<file path="config.mk">
export PLATFORM = sky130hd
export DESIGN_NAME = systolic_sequencer_flat
export DESIGN_NICKNAME = d
export VERILOG_FILES = /design/src/rtl/systolic_pkg.sv /design/src/rtl/systolic_sequencer_if.sv /design/src/rtl/systolic_sequencer_skew.sv /design/src/rtl/systolic_sequencer.sv /design/src/flat_wrapper.sv
export SDC_FILE = /design/constraint.sdc
export NUM_CORES = 1
export LEC_CHECK = 0
export ABC_AREA = 1
export CORE_AREA = 2 2 157 159
export DETAILED_ROUTE_END_ITERATION = 12
export DIE_AREA = 0 0 159 161
export PLACE_DENSITY = 0.72
export SYNTH_ARGS = -nofsm -noshare
export SYNTH_HDL_FRONTEND = slang
export SYNTH_SLANG_ARGS = --single-unit
export TNS_END_PERCENT = 30
</file>
<file path="constraint.sdc">
create_clock -name clk -period 1.8 [get_ports clk]
set_input_delay 0.36 -clock clk [delete_from_list [all_inputs] [get_ports clk]]
set_output_delay 0.36 -clock clk [all_outputs]
set_load 0.02 [all_outputs]
</file>
<file path="src/rtl/systolic_pkg.sv">
// Shared types and default sizing for the systolic array sequencer.
package systolic_pkg;

  localparam int DATA_WIDTH_DEF = 32;
  localparam int N_DEF          = 3;
  localparam int M_DEF          = 3;
  localparam int K_MAX_DEF      = 16;

  // Cycles needed for the last skewed operand to reach the far corner PE.
  function automatic int flush_len(input int n, input int m);
    return n + m - 1;
  endfunction

  localparam int FLUSH_CYC = flush_len(N_DEF, M_DEF);

  typedef enum logic [2:0] {
    IDLE,
    CLEAR,
    FEED,
    FLUSH,
    LOAD,
    DONE
  } state_t;

endpackage

</file>
<file path="src/rtl/systolic_sequencer_if.sv">
// Operand buffer read port: the sequencer issues reads, the buffers return one A column and one B row.
interface systolic_sequencer_if
  import systolic_pkg::*;
#(
  parameter int DATA_WIDTH = DATA_WIDTH_DEF,
  parameter int N          = N_DEF,
  parameter int M          = M_DEF,
  parameter int K_W        = $clog2(K_MAX_DEF + 1)
) ();

  logic                    rd_en;
  logic [K_W-1:0]          rd_addr;
  logic [N*DATA_WIDTH-1:0] a_rd_data;
  logic [M*DATA_WIDTH-1:0] b_rd_data;

  modport master (
    output rd_en,
    output rd_addr,
    input  a_rd_data,
    input  b_rd_data
  );

  modport slave (
    input  rd_en,
    input  rd_addr,
    output a_rd_data,
    output b_rd_data
  );

endinterface

</file>
<file path="src/rtl/systolic_sequencer_skew.sv">
// DEPTH-stage delay line for one operand lane; DEPTH=0 is a plain wire.
module skew_line
  import systolic_pkg::*;
#(
  parameter int DATA_WIDTH = DATA_WIDTH_DEF,
  parameter int DEPTH      = 1
) (
  input  logic                  clk,
  input  logic                  rst,
  input  logic                  clr,
  input  logic [DATA_WIDTH-1:0] din,
  output logic [DATA_WIDTH-1:0] dout
);

  generate
    if (DEPTH == 0) begin : g_pass
      logic unused_ctl;
      assign unused_ctl = clk ^ rst ^ clr;
      assign dout = din;
    end else begin : g_regs
      logic [DATA_WIDTH-1:0] stage [DEPTH];

      // clr flushes the whole line in one cycle so an aborted pass leaves nothing in flight.
      always_ff @(posedge clk or negedge rst) begin
        if (!rst) begin
          for (int d = 0; d < DEPTH; d++) stage[d] <= '0;
        end else if (clr) begin
          for (int d = 0; d < DEPTH; d++) stage[d] <= '0;
        end else begin
          stage[0] <= din;
          for (int d = 1; d < DEPTH; d++) stage[d] <= stage[d-1];
        end
      end

      assign dout = stage[DEPTH-1];
    end
  endgenerate

endmodule

</file>
<file path="src/rtl/systolic_sequencer.sv">
// Sequences one matrix-multiply pass: clear, feed K skewed operand slices, flush, load C, done.
module systolic_sequencer
  import systolic_pkg::*;
#(
  parameter int DATA_WIDTH = DATA_WIDTH_DEF,
  parameter int N          = N_DEF,
  parameter int M          = M_DEF,
  parameter int K_MAX      = K_MAX_DEF,
  parameter int K_W        = $clog2(K_MAX + 1)
) (
  input  logic                    clk,
  input  logic                    rst,
  input  logic                    start,
  input  logic                    abort,
  input  logic [K_W-1:0]          k_len,
  output logic                    busy,
  output logic                    done,
  output logic                    err,
  output logic [N*DATA_WIDTH-1:0] a_feed,
  output logic [M*DATA_WIDTH-1:0] b_feed,
  output logic                    mac_clr,
  output logic                    load,
  systolic_sequencer_if.master    buf_if
);

  localparam int FLUSH_LEN = flush_len(N, M);
  localparam int FC_W      = $clog2(FLUSH_LEN + 1);
  localparam logic [FC_W-1:0] F_LAST = FC_W'(FLUSH_LEN - 1);

  state_t          state, state_n;
  logic [K_W-1:0]  k_cnt, k_n;
  logic [FC_W-1:0] f_cnt, f_n;
  logic [K_W-1:0]  k_len_q;
  logic            err_q, err_n;
  logic            accept;
  logic            rd_en_int;
  logic            rd_valid;
  logic            skew_clr;
  logic            k_legal;

  logic [N*DATA_WIDTH-1:0] a_cap;
  logic [M*DATA_WIDTH-1:0] b_cap;

  assign k_legal = (k_len != '0) && (k_len <= K_W'(K_MAX));

  always_ff @(posedge clk or negedge rst) begin
    if (!rst) begin
      state    <= IDLE;
      k_cnt    <= '0;
      f_cnt    <= '0;
      k_len_q  <= '0;
      err_q    <= 1'b0;
      rd_valid <= 1'b0;
    end else begin
      state    <= state_n;
      k_cnt    <= k_n;
      f_cnt    <= f_n;
      err_q    <= err_n;
      rd_valid <= rd_en_int;
      if (accept) k_len_q <= k_len;
    end
  end

  always_comb begin
    state_n   = state;
    k_n       = k_cnt;
    f_n       = f_cnt;
    err_n     = 1'b0;
    accept    = 1'b0;
    busy      = (state != IDLE);
    mac_clr   = 1'b0;
    rd_en_int = 1'b0;
    load      = 1'b0;
    done      = 1'b0;

    case (state)
      IDLE: begin
        if (start) begin
          if (k_legal) begin
            accept  = 1'b1;
            state_n = CLEAR;
          end else begin
            err_n = 1'b1;
          end
        end
      end
      CLEAR: begin
        mac_clr = 1'b1;
        k_n     = '0;
        state_n = FEED;
      end
      FEED: begin
        rd_en_int = 1'b1;
        if (k_cnt == k_len_q - 1'b1) begin
          k_n     = '0;
          f_n     = '0;
          state_n = FLUSH;
        end else begin
          k_n = k_cnt + 1'b1;
        end
      end
      FLUSH: begin
        if (f_cnt == F_LAST) begin
          f_n     = '0;
          state_n = LOAD;
        end else begin
          f_n = f_cnt + 1'b1;
        end
      end
      LOAD: begin
        load    = 1'b1;
        state_n = DONE;
      end
      DONE: begin
        done    = 1'b1;
        state_n = IDLE;
      end
      default: state_n = IDLE;
    endcase

    // Abort wins over every transition and also squashes this cycle's read, load and done.
    if (abort && state != IDLE) begin
      state_n   = IDLE;
      k_n       = '0;
      f_n       = '0;
      rd_en_int = 1'b0;
      load      = 1'b0;
      done      = 1'b0;
    end
  end

  assign err            = err_q;
  assign skew_clr       = abort && busy;
  assign buf_if.rd_en   = rd_en_int;
  assign buf_if.rd_addr = (state == FEED) ? k_cnt : '0;

  // Buffer data is only trusted in the cycle after a read; otherwise idle PEs see zeros.
  assign a_cap = rd_valid ? buf_if.a_rd_data : '0;
  assign b_cap = rd_valid ? buf_if.b_rd_data : '0;

  for (genvar g = 0; g < N + M; g++) begin : g_lane
    if (g < N) begin : g_a
      skew_line #(
        .DATA_WIDTH(DATA_WIDTH),
        .DEPTH     (g)
      ) u_skew (
        .clk (clk),
        .rst (rst),
        .clr (skew_clr),
        .din (a_cap[g*DATA_WIDTH +: DATA_WIDTH]),
        .dout(a_feed[g*DATA_WIDTH +: DATA_WIDTH])
      );
    end else begin : g_b
      skew_line #(
        .DATA_WIDTH(DATA_WIDTH),
        .DEPTH     (g - N)
      ) u_skew (
        .clk (clk),
        .rst (rst),
        .clr (skew_clr),
        .din (b_cap[(g-N)*DATA_WIDTH +: DATA_WIDTH]),
        .dout(b_feed[(g-N)*DATA_WIDTH +: DATA_WIDTH])
      );
    end
  end

endmodule

</file>
<file path="src/flat_wrapper.sv">
// flat-port wrapper written by rule: the top's interface ports become plain ports
module systolic_sequencer_flat import systolic_pkg::*;
#(
  parameter int DATA_WIDTH = DATA_WIDTH_DEF,
  parameter int N          = N_DEF,
  parameter int M          = M_DEF,
  parameter int K_MAX      = K_MAX_DEF,
  parameter int K_W        = $clog2(K_MAX + 1)
)
  (clk, rst, start, abort, k_len, busy, done, err, a_feed, b_feed, mac_clr, load, buf_if_rd_en, buf_if_rd_addr, buf_if_a_rd_data, buf_if_b_rd_data);
  systolic_sequencer_if #(.DATA_WIDTH(DATA_WIDTH), .N(N), .M(M), .K_W(K_W)) buf_if_i ();
  input  logic clk;
  input  logic rst;
  input  logic start;
  input  logic abort;
  input  logic [K_W-1:0] k_len;
  output logic busy;
  output logic done;
  output logic err;
  output logic [N*DATA_WIDTH-1:0] a_feed;
  output logic [M*DATA_WIDTH-1:0] b_feed;
  output logic mac_clr;
  output logic load;
  output wire logic [$bits(buf_if_i.rd_en)-1:0] buf_if_rd_en;
  output wire logic [$bits(buf_if_i.rd_addr)-1:0] buf_if_rd_addr;
  input wire logic [$bits(buf_if_i.a_rd_data)-1:0] buf_if_a_rd_data;
  input wire logic [$bits(buf_if_i.b_rd_data)-1:0] buf_if_b_rd_data;
  assign buf_if_rd_en = buf_if_i.rd_en;
  assign buf_if_rd_addr = buf_if_i.rd_addr;
  assign buf_if_i.a_rd_data = buf_if_a_rd_data;
  assign buf_if_i.b_rd_data = buf_if_b_rd_data;
  systolic_sequencer #(.DATA_WIDTH(DATA_WIDTH), .N(N), .M(M), .K_MAX(K_MAX), .K_W(K_W)) u_core (.clk(clk), .rst(rst), .start(start), .abort(abort), .k_len(k_len), .busy(busy), .done(done), .err(err), .a_feed(a_feed), .b_feed(b_feed), .mac_clr(mac_clr), .load(load), .buf_if(buf_if_i));
endmodule
</file>
run_1/metal_stack.png
Scale bar: 50 um.
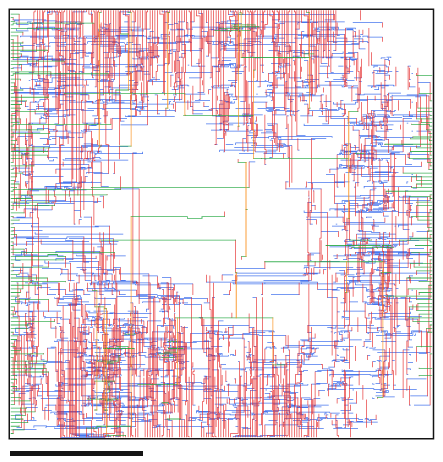
- met2: red (wire length 12900 um)
- met4: orange (wire length 702 um)
- met1: blue (wire length 9210 um)
- met3: green (wire length 1850 um)
WL final: 24.7 mm
GRT Resource Usage Total: 0.186
Routed WL per cell: 14.7 um
vias: 7082

run_1/clock_map.png
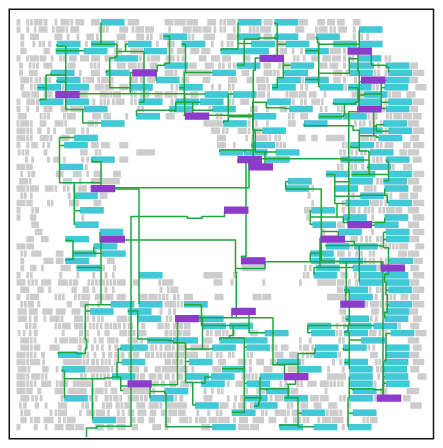
- clock wires: green (length 2620 um)
- flip-flops: cyan (count 210)
- cells driving clock nets: purple (count 22)
- flops lie: widely spread
- routed clock nets: 23
Setup Skew: 0.0173 ns
clock latency on the worst-skew pair: 0.50 ns
Clock net power: 4.71 mW

run_1/port_nets.png
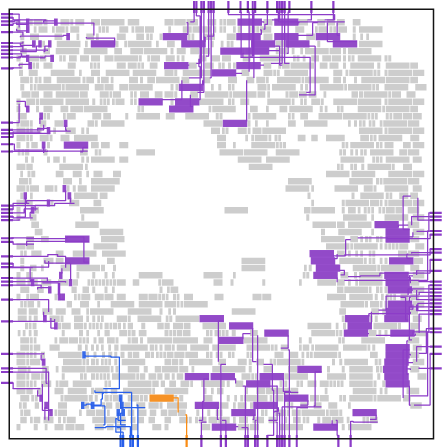
- err: orange (bits 1; direction output; end cells 1; wire 16.1 um)
- k_len: blue (bits 5; direction input; end cells 7; wire 159 um)
- b_feed: purple (bits 96; direction output; end cells 96; wire 2380 um)
I/O Buffers: 403
I/O pins: 404

==> results_slide.txt, run 1 <==
Synthesis and Place & Route Summary

Outcome
  • Failing checks: setup timing
  • Outcome: finished, violations left

STA
  • Worst-Margin Slew: 0.987 ns
  • Max Clk Rate: 0.538 GHz
  • Final setup viols: 62
  • Slew Limit Fails: 0
  • RSZ-0062 raised after global routing: yes
  • Post-route clock period utilization: 1.03
  • Worst setup margin: -0.0592 ns
  • Final hold vios: 0

Worst setup path
  • Setup crit end kind: primary output
  • Crit path DRT: 1.44 ns
  • Cell family with most CP delay: flip-flops
  • Worst setup startpoint: u_core.rd_valid
  • Crit path kind: reg2out
  • CP max stage cell: dfrtp_4
  • Worst path cell trace: buf_12 -> nand2_1 -> inv_1 -> buf_4
  • Buffers & Inverters on Critical Path: 3
  • CP peak stage delay: 0.54 ns
  • CP Launch Type: flop

Power and ir drop
  • VDD IR max: 0.000613 V
  • Lkg Pwr: 7.76 nW

Finish
  • Syn-to-layout area delta: 55.0%
  • Nets: 1539
  • Comb/total area: 0.158
  • Flop share of the area: 0.394
  • Inverter count: 156
  • Signal buf overhead: 0.316
  • Number of fill cells: 2200
  • Commonest Layout Cell: nand2_1
  • Bufs w/o clock: 441
  • Combinational Area: 2110 um^2
  • Most frequent cells in the layout: nand2_1, nor2_1, dfrtp_1, clkdlybuf4s50_1, inv_1
  • Clock Network Area Fraction: 0.0569
  • Largest class: flip-flops and latches
  • Layout cells sized above 1: 0.133

Job
  • Log Warnings: 29

Floorplanning
  • Std-Cell Rows: 57
  • Die Y: 161 um
  • Core box area: 24000 um^2
  • Die width: 159 um
  • Die Area: 25600 um^2
  • Tap Cells: 324
  • FP Util: 0.359

Clocking
  • CTS H-tree lvls: 1
  • CTS Hold Buffers Added: 1
  • Clock Path Buffers: 3
  • Num CTS Buffers: 22
  • Clk sinks: 210
  • CTS tree: done
  • CTS Root Buffer Type: clkbuf_16
  • Post-CTS Setup Inserts: 0

Global routing
  • Largest net degree at the start of global routing: 96
  • Initial antenna violation count: 2
  • Busiest layer in global routing: met2
  • Met1 GRT Util: 0.213
  • Congestion Overflow GR: 0
  • Met3 Track Usage GR: 0.0449
  • Met2 usage: 0.339
  • First-pass GRT wire length: 37.9 mm

Placement
  • GPL Wtd Cong: 0.858
  • DP HPWL: 17.9 mm
  • Post-place setup slack: -0.372 ns
  • Placed insts: 1630

Synthesis
  • Register area share after synthesis: 0.610
  • Synth cell count leaders: nand2_1, nor2_1, dfrtp_1, inv_1, buf_4
  • EDFF count, synth: 0
  • Top area cell types: dfrtp_1, nand2_1, nor2_1, buf_4, inv_1
  • Area leader share: 0.610
  • Top-count cell post-synth: nand2_1
  • Ys Warns: 0
  • Syn Area/Cell: 8.84 um^2
  • Cell count in the Yosys report: 975
  • Dominant Register Cell: dfrtp_1
  • Yosys chip area: 8610 um^2
  • Cell Area, Synth: 8610 um^2
  • Leading area contributor after synthesis: dfrtp_1
  • Post-synth cell types: 27

Routing
  • DR WL met3: 1.85 mm
  • Number of remaining DRC errors: 0
  • Initial drt markers: 341
  • DRT met1 WL: 9.21 mm
  • DRT Pass-1 Iters: 5
  • WL met2: 12.9 mm

Hold path
  • Min-Delay Path Class: in2async
[run 1: registers in the layout (all words and copies together), names as in the netlist]
| name | flops |
|---|---|
| u_core.g_lane.g_a.u_skew.g_regs.stage | 32 |
| u_core.g_lane.g_b.u_skew.dout | 64 |
| u_core.k_len_q | 5 |
| u_core.rd_valid | 1 |
| u_core.k_cnt | 5 |
| u_core.g_lane.g_b.u_skew.g_regs.stage | 32 |
| u_core.state | 3 |
| u_core.g_lane.g_a.u_skew.dout | 64 |
| u_core.err | 1 |
| u_core.f_cnt | 3 |
[run 1: power breakdown]
| part | internal, mW | total (mW) | switching [mW] |
|---|---|---|---|
| logic | 1.76 | 4.34 | 2.59 |
| registers | 5.20 | 5.41 | 0.213 |
| clock network | 2.92 | 4.71 | 1.79 |
[run 1: final timing paths]
| check | cells past startpoint | slack [ns] | to |
|---|---|---|---|
| setup / recovery | 4 | -0.06 | b_feed[25] |
| hold / removal | 2 | 0.39 | u_core.g_lane[5].g_b.u_skew.dout[20] |
| setup reg to reg | 3 | 0.06 | u_core.g_lane[2].g_a.u_skew.g_regs.stage[58] |
| hold reg to reg | 2 | 0.46 | u_core.g_lane[2].g_a.u_skew.dout[23] |
| max in group asynchronous | 3 | 0.80 | u_core.g_lane[5].g_b.u_skew.dout[27] |
| min in group clk | 3 | 0.39 | u_core.g_lane[4].g_b.u_skew.dout[2] |
[run 1: metrics by stage]
step,util,instance area [um^2]
final,0.557,13400
after global routing,0.557,13400
after CTS,0.549,13200
after detailed placement,0.530,12700
after global placement,0.530,12700
after floorplan,-,8610
[run 1: cells by family after synthesis]
kind of cell | after synthesis | synth area share
buf+inv | 262 | 0.153
simple gates | 481 | 0.218
compound gates | 14 | 0.00886
flops | 210 | 0.610
xor+xnor | 4 | 0.00407
fa+ha+maj | 4 | 0.00581
run_1/final_placement.png
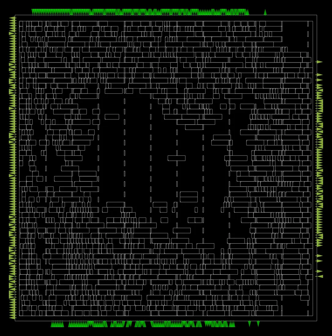

--- run 2 (diff from run 1) ---
==> constraint.sdc (replaced) <==
create_clock -name clk -period 2.05 [get_ports clk]
set_input_delay 0.41 -clock clk [delete_from_list [all_inputs] [get_ports clk]]
set_output_delay 0.41 -clock clk [all_outputs]
set_load 0.02 [all_outputs]
run_2/final_placement.png
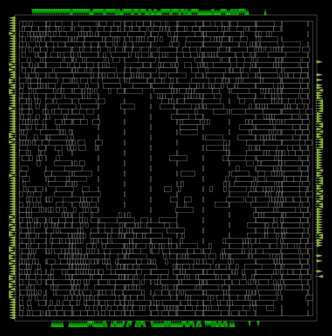
final core utilization: 0.550
core box area: 24000 um^2
flop count: 210
number of fill cells: 2160
Finished Layout Cells: 1671

==> run 2 against run 1 <==
  * The run now ends clean
  * Routed wire length increased by 1.0%
  * Global-route usage is 0.29 points higher
  * Non-clock buffer count shrank 4
  * First-iteration DRC count is 15% lower
  * Flip-flop count stayed put
  * Clock skew grew 0.0018 ns
  * Setup slack better by 0.094 ns
  * Die area is the same
  * Via count grew 0.65%
  * Total power down 14%
  * Synthesized cell count unchanged
  * Utilization down 0.76 points
  * Critical path type unchanged
  * Critical endpoint is now a_feed[27]
  * Largest power group unchanged
==> results_slide.txt, run 2 <==
Synthesis and Place & Route Summary

Outcome
  • Outcome: finished, final reports clean

Synthesis
  • Area leader share: 0.610 (unchanged)
  • Synth cell count leaders: nand2_1, nor2_1, dfrtp_1, inv_1, buf_4
  • Top area cell types: dfrtp_1, nand2_1, nor2_1, buf_4, inv_1
  • Cell Area, Synth: 8610 um^2 (unchanged)
  • EDFF count, synth: 0 (unchanged)
  • Yosys chip area: 8610 um^2 (unchanged)
  • Dominant Register Cell: dfrtp_1
  • Post-synth cell types: 27 (unchanged)
  • Register area share after synthesis: 0.610 (unchanged)
  • Leading area contributor after synthesis: dfrtp_1

Placement
  • Placed Area: 12700 um^2 (-0.24%)
  • GPL Wtd Cong: 0.873 (+1.7%)

Global routing
  • GRT Resource Usage Total: 0.189 (+0.00290)
  • Congestion Overflow GR: 0 (unchanged)

Routing
  • DRT Pass-1 Iters: 4 (-1)
  • WL final: 25.0 mm (+1.0%)
  • Number of remaining DRC errors: 0 (unchanged)
  • Initial drt markers: 291 (-15%)

Clocking
  • Clock Path Buffers: 3 (unchanged)
  • Num CTS Buffers: 22 (unchanged)
  • CTS H-tree lvls: 1 (unchanged)

Finish
  • Nets: 1535 (-0.26%)
  • Syn-to-layout area delta: 52.9%

STA
  • RSZ-0062 raised after global routing: yes
  • Max Clk Rate: 0.496 GHz
  • Slew Limit Fails: 0 (unchanged)
  • Final setup viols: 0 (-100%)

Floorplanning
  • Std-Cell Rows: 57 (unchanged)
  • Die Y: 161 um (unchanged)

Worst setup path
  • Worst setup startpoint: u_core.rd_valid
  • Buffers & Inverters on Critical Path: 3 (unchanged)
  • R2R cell count: 3 (unchanged)
  • Crit path DRT: 1.64 ns (+0.20 ns)
  • CP peak stage delay: 0.56 ns (+0.02 ns)
  • Worst r2r dst: u_core.g_lane[4].g_b.u_skew.dout[10]

Hold path
  • WHS Endpoint: u_core.g_lane[5].g_b.u_skew.g_regs.stage[35]
  • Min-Delay Path Class: in2reg

Power and ir drop
  • Clock Power Share: 0.309 (-0.017)
  • Combinational share of power: 0.305 (+0.005)
[run 2: cell counts after synthesis]
Identical to the previous run, type by type.
[run 2: layout make-up]
class,count,area [um^2]
antenna,4,10.0
sequential,210,5260
multi-input combinational,503,2060
tap,324,405
timing repair buffer,437,4150
inverter,156,593
fill,2160,10800
clock buffer,30,632
clock inverter,7,63.8
[run 2: power by group through the flow]
stage | Combinational, mW | Sequential, mW | Clock [mW]
3_3_place_gp | 3.79 | 4.81 | 0
6_report | 3.78 | 4.78 | 3.83
2_1_floorplan | 2.13 | 4.94 | 0
4_1_cts | 3.84 | 4.77 | 3.93
5_1_grt | 4.13 | 4.82 | 4.07
3_5_place_dp | 3.84 | 4.82 | 0
[run 2: cell families (layout without fill, tap and decap cells)]
logic type	count (synthesis)	after routing	synth area share
AND/OR/NAND/NOR	481	481	0.218
buffers and inverters	262	630	0.153
flip-flops	210	210	0.610
AND-OR/OR-AND	14	14	0.00886
adder cells (fa/ha/maj)	4	4	0.00581
XOR/XNOR	4	4	0.00407
other	0	4	0
[run 2: what timing repair did]
action / 4_1_cts / 5_1_grt
gates cloned: 1 / 0
resized: 226 / 64
buffers inserted: 0 / 2
hold endpoints to repair: 50 / 0
hold buffers: 1 / 0
setup endpoints to repair: 74 / 63
[run 2: worst register-to-register path, delay by kind of cell, from the launching register on]
| family | cells | cell delay [ns] |
|---|---|---|
| and+or+nand+nor | 2 | 0.50 |
| buffers and inverters | 1 | 0.75 |
| DFF | 1 | 0.52 |
[run 2: routing by layer]
metal / part of all wire / global-route usage / vias to the layer above
li1: - / - / 3448
met1: 0.37 / 0.210 / 3354
met2: 0.52 / 0.344 / 278
met3: 0.074 / 0.0511 / 48
met4: 0.030 / 0.0740 / 0
met5: 0 / 0 / -
Power and IR drop assume default switching activity.
